### src/rtl/input_debouncer_pkg.sv
// Shared defaults for the input debouncer slice.
package input_debouncer_pkg;

    localparam int unsigned DEF_WIDTH     = 4;  // independent input lines
    localparam int unsigned DEF_DB_CYCLES = 4;  // consecutive samples needed to accept a level
    localparam int unsigned DEF_CNT_W     = 3;  // debounce counter width

    // True when a CNT_W-bit counter can hold the terminal count DB_CYCLES-1.
    function automatic bit cnt_fits(input int unsigned cnt_w, input int unsigned db_cycles);
        return (64'(1) << cnt_w) > 64'(db_cycles - 1);
    endfunction

endpackage

### src/rtl/input_debouncer_cell.sv
// One debounced line: 2-flop synchronizer, consecutive-sample counter,
// stable level register and rising-acceptance pulse register.
//   clk, rst      : clock, synchronous active-high reset
//   raw           : asynchronous raw line
//   level         : debounced stable level (registered)
//   press         : one-cycle pulse on accepted 0->1 (registered)
//   level_nxt_c   : combinational next value of level (for same-edge OR in top)
module debounce_cell
    import input_debouncer_pkg::*;
#(
    parameter int unsigned DB_CYCLES = DEF_DB_CYCLES,
    parameter int unsigned CNT_W     = DEF_CNT_W
) (
    input  logic clk,
    input  logic rst,
    input  logic raw,
    output logic level,
    output logic press,
    output logic level_nxt_c
);

    localparam logic [CNT_W-1:0] CNT_LAST = CNT_W'(DB_CYCLES - 1);

    logic             s1;
    logic             s2;
    logic [CNT_W-1:0] cnt;
    logic             accept_c;

    // A new level is taken once it has mismatched the stable level for DB_CYCLES samples.
    always_comb begin
        accept_c    = (s2 != level) && (cnt == CNT_LAST);
        level_nxt_c = accept_c ? s2 : level;
    end

    // Synchronizer, filter counter and output registers.
    always_ff @(posedge clk) begin
        if (rst) begin
            s1    <= 1'b0;
            s2    <= 1'b0;
            cnt   <= '0;
            level <= 1'b0;
            press <= 1'b0;
        end else begin
            s1    <= raw;
            s2    <= s1;
            level <= level_nxt_c;
            press <= accept_c & s2;
            if (s2 == level || accept_c) begin
                cnt <= '0;   // glitch discarded, or acceptance completes
            end else begin
                cnt <= cnt + CNT_W'(1);
            end
        end
    end

endmodule

### src/rtl/input_debouncer.sv
// WIDTH-line debouncer feeding the 4-to-2 encoder stage.
//   clk, rst : clock, synchronous active-high reset
//   raw_in   : asynchronous raw switch lines (bit i -> encoder di)
//   d_out    : debounced stable levels (registered)
//   press    : one-cycle pulses on accepted 0->1 transitions (registered)
//   any_act  : OR of d_out, updated on the same edge as d_out (registered)
module input_debouncer
    import input_debouncer_pkg::*;
#(
    parameter int unsigned WIDTH     = DEF_WIDTH,
    parameter int unsigned DB_CYCLES = DEF_DB_CYCLES,
    parameter int unsigned CNT_W     = DEF_CNT_W
) (
    input  logic             clk,
    input  logic             rst,
    input  logic [WIDTH-1:0] raw_in,
    output logic [WIDTH-1:0] d_out,
    output logic [WIDTH-1:0] press,
    output logic             any_act
);

    logic [WIDTH-1:0] d_nxt_c;

    // One independent filter per line.
    for (genvar i = 0; i < WIDTH; i++) begin : g_line
        debounce_cell #(
            .DB_CYCLES (DB_CYCLES),
            .CNT_W     (CNT_W)
        ) u_cell (
            .clk         (clk),
            .rst         (rst),
            .raw         (raw_in[i]),
            .level       (d_out[i]),
            .press       (press[i]),
            .level_nxt_c (d_nxt_c[i])
        );
    end

    // Activity flag built from next levels so it lines up with d_out.
    always_ff @(posedge clk) begin
        if (rst) begin
            any_act <= 1'b0;
        end else begin
            any_act <= |d_nxt_c;
        end
    end

endmodule

### config.mk
export PLATFORM = sky130hd
export DESIGN_NAME = input_debouncer
export DESIGN_NICKNAME = d
export VERILOG_FILES = /design/src/rtl/input_debouncer_pkg.sv /design/src/rtl/input_debouncer_cell.sv /design/src/rtl/input_debouncer.sv
export SDC_FILE = /design/constraint.sdc
export NUM_CORES = 1
export LEC_CHECK = 0
export CORE_UTILIZATION = 30
export CTS_BUF_LIST = sky130_fd_sc_hd__clkbuf_4
export DETAILED_ROUTE_END_ITERATION = 16
export MAX_ROUTING_LAYER = met4
export PLACE_DENSITY = 0.55
export SETUP_SLACK_MARGIN = 0.5
export SLEW_MARGIN = 15
export SYNTH_ARGS = -nofsm -noshare
export SYNTH_HDL_FRONTEND = slang
export SYNTH_SLANG_ARGS = --single-unit
### constraint.sdc
create_clock -name clk -period 1.46 [get_ports clk]
set_input_delay 0.365 -clock clk [delete_from_list [all_inputs] [get_ports clk]]
set_output_delay 0.365 -clock clk [all_outputs]
set_load 0.1 [all_outputs]
==> results_tabular.tex <==
% Generated from flow reports
\begin{tabular}{lr}
\hline
Metric & Value \\
\hline
\multicolumn{2}{l}{\textbf{Critical path}} \\
\quad WP data arrival & roughly 850 ps \\
\quad Number of buffers and inverters on the critical path & 1 \\
\quad Class of the most critical setup path & register to output pin \\
\quad Capture point of the worst reg-to-reg path & any\_act \\
\quad R2R depth & 4 \\
\quad Cell type group with the largest total delay on the critical path & flip-flops \\
\quad Cell chain of the critical path & buf\_12 \\
\quad Critical path startpoint category & register \\
\quad Worst Path Required & between 1000 and 1500 ps \\
\quad Peak per-stage delay on the critical path & between 300 and 400 ps \\
\multicolumn{2}{l}{\textbf{Global route}} \\
\quad Maximum number of pins on one net before global-route repair & 16 \\
\quad Via count of the first global-routing pass & between 700 and 800 \\
\quad First-pass GRT wire length & approximately 3400 µm \\
\quad Overall global routing resource usage & roughly an eighth \\
\quad Final global-route overflow total & 0 \\
\quad Met3 Usage GRT & around 4.9\% \\
\multicolumn{2}{l}{\textbf{Min path}} \\
\quad Cell depth of the worst min-delay path & 1 \\
\multicolumn{2}{l}{\textbf{Final timing}} \\
\quad Crit path time final & about 1200 ps \\
\quad Maximum clock rate & between 800 and 900 MHz \\
\quad Final setup violation count & 0 \\
\quad Worst Tran Pin Value & 428 ps \\
\quad Skew final & roughly 3.9 ps \\
\quad RSZ-0062 raised after global routing & yes \\
\quad Relative slew slack & a little under three quarters \\
\multicolumn{2}{l}{\textbf{Logic synthesis}} \\
\quad Area figure in the yosys stat output & between 0.001 and 0.0015 mm² \\
\quad Area leader share & 52.4\% \\
\quad Post-synth net total & slightly above 100 \\
\quad Number of warnings reported in the yosys synthesis log & 0 \\
\quad Flops out of synthesis & 29 \\
\quad Number of cells in Yosys stat & approximately 89 \\
\quad XOR/XNOR share of the synthesized area & 3.16\% \\
\quad Share of cell area taken by muxes after synthesis & between 3 and 4\% \\
\quad Syn Area/Cell & 12.4 µm² \\
\quad Cell types with the highest counts after synthesis & dfxtp\_1 (29), buf\_4 (8), ha\_1 (8), nor4\_1 (7), and2b\_1 (5) \\
\quad Area fraction in full adders, half adders and majority gates & under 10\% \\
\quad Top cells by area, synth & dfxtp\_1 (52\%), ha\_1 (9.0\%), buf\_4 (5.4\%), nor4b\_2 (4.1\%), nor4\_1 (4.0\%) \\
\quad Tally of unique sky130hd cells used after synthesis & 19 \\
\quad Netlist area before placement & 0.00111 mm² \\
\quad Dominant flop cell & dfxtp\_1 \\
\multicolumn{2}{l}{\textbf{Die}} \\
\quad Die Height & approximately 63 µm \\
\quad Boundary Pins & 15 \\
\quad Die X & between 60 and 70 µm \\
\multicolumn{2}{l}{\textbf{Flow run}} \\
\quad Max-capacitance violation count & 0 \\
\multicolumn{2}{l}{\textbf{Clocking}} \\
\quad Total of hold buffers inserted after clock tree synthesis & 0 \\
\quad Bufs on Longest Clock Path & 2 \\
\quad CTS tree & done \\
\quad PostCTS Resize Cnt & 24 \\
\quad Clk ins delay skew pair & 310 ps \\
\quad Worst-path clk slew & about 80 ps \\
\quad H-tree depth reported by CTS & 2 \\
\multicolumn{2}{l}{\textbf{Final layout}} \\
\quad Core occupancy in the finished layout & 54.9\% \\
\quad Post-route insts no fill & $\sim$160 \\
\quad Area overhead of the layout relative to synthesis & 70.7\% \\
\quad Final layout net count & $\sim$130 \\
\multicolumn{2}{l}{\textbf{Place}} \\
\quad Number of port buffers & 14 \\
\multicolumn{2}{l}{\textbf{Detailed routing}} \\
\quad Top layer reached by signal wires & met4 \\
\quad DRC violation count after routing & 0 \\
\multicolumn{2}{l}{\textbf{Power and ir drop}} \\
\quad Pwr per Cell Area & around 710 mW/mm² \\
\multicolumn{2}{l}{\textbf{Run status}} \\
\quad Outcome & completed \\
\hline
\end{tabular}
## state kept, by name (all words and copies together), names as in the netlist
name	count
g_line.u_cell.s2	4
g_line.u_cell.s1	4
g_line.u_cell.press	4
any_act	1
g_line.u_cell.level	4
g_line.u_cell.cnt	12
## per-stage QoR
step | power, mW | hold slack, ps | setup WS, ps | cell area [µm²]
3_5_place_dp | 0.887 | 418 | 25.1 | 1460
5_1_grt | 1.41 | 448 | 198 | 1890
2_1_floorplan | 0.867 | 411 | 355 | 1290
3_3_place_gp | 0.884 | 417 | 38.1 | 1460
4_1_cts | 1.35 | 441 | 197 | 1740
6_report | 1.34 | 435 | 240 | 1890
## worst max-delay path by stage
stage | startpoint | to | slack, ps | cells after the start
floorplan | g_line[0].u_cell.cnt[0] | any_act | 350 | 4
global route | g_line[0].u_cell.level | d_out[0] | 200 | 1
CTS | g_line[1].u_cell.level | d_out[1] | 200 | 1
finish | g_line[1].u_cell.level | d_out[1] | 240 | 1
global placement | rst | g_line[0].u_cell.press | 40 | 3
detailed placement | rst | g_line[1].u_cell.press | 30 | 3
## power by group
| group | internal, mW | switching (mW) |
|---|---|---|
| Combinational | 0.0535 | 0.0391 |
| Clock | 0.193 | 0.248 |
| Sequential | 0.795 | 0.0114 |
## layout make-up
| cell class | count | area [µm²] | area share (%) |
|---|---|---|---|
| Multi-Input combinational cell | 45 | 736 | 38.9 |
| Sequential cell | 29 | 614 | 32.5 |
| Clock buffer | 6 | 45.0 | 2.38 |
| Tap cell | 46 | 57.6 | 3.04 |
| Inverter | 4 | 15.0 | 0.794 |
| Timing Repair Buffer | 30 | 419 | 22.2 |
| Clock inverter | 1 | 3.75 | 0.199 |
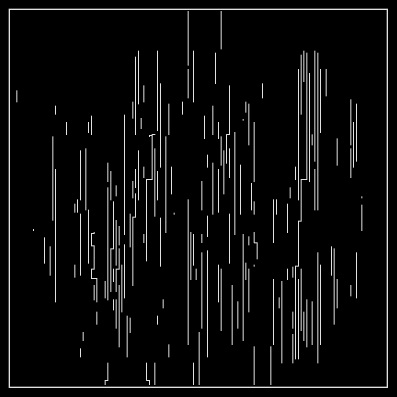
Figure 1: the metal 2 layer.
(6 px per µm)
wire length on this layer	1,130 µm
longest straight run	26.2 µm
nets with wire on the layer	117
share of all routed wire	54%
main direction	vertical
met2 Track Usage GR: 17.7%
aggregate routed wire length: 2080 µm
via count of the routed design: 713

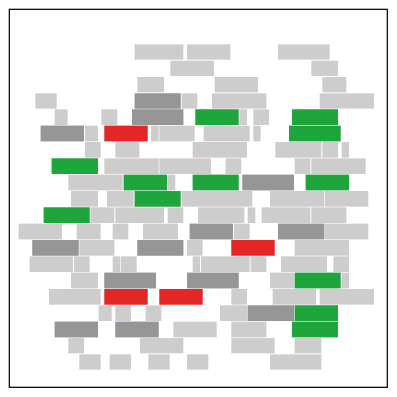
Figure 2: register map, names as in the netlist.
(6 px per µm) Other sequential cells in the stronger gray, the rest of the logic in the fainter gray.
name in the netlist	color	flops
`g_line.u_cell.cnt`	green	12
`g_line.u_cell.s2`	red	4

No activity file was given, so power comes from the tool's default toggle rates.
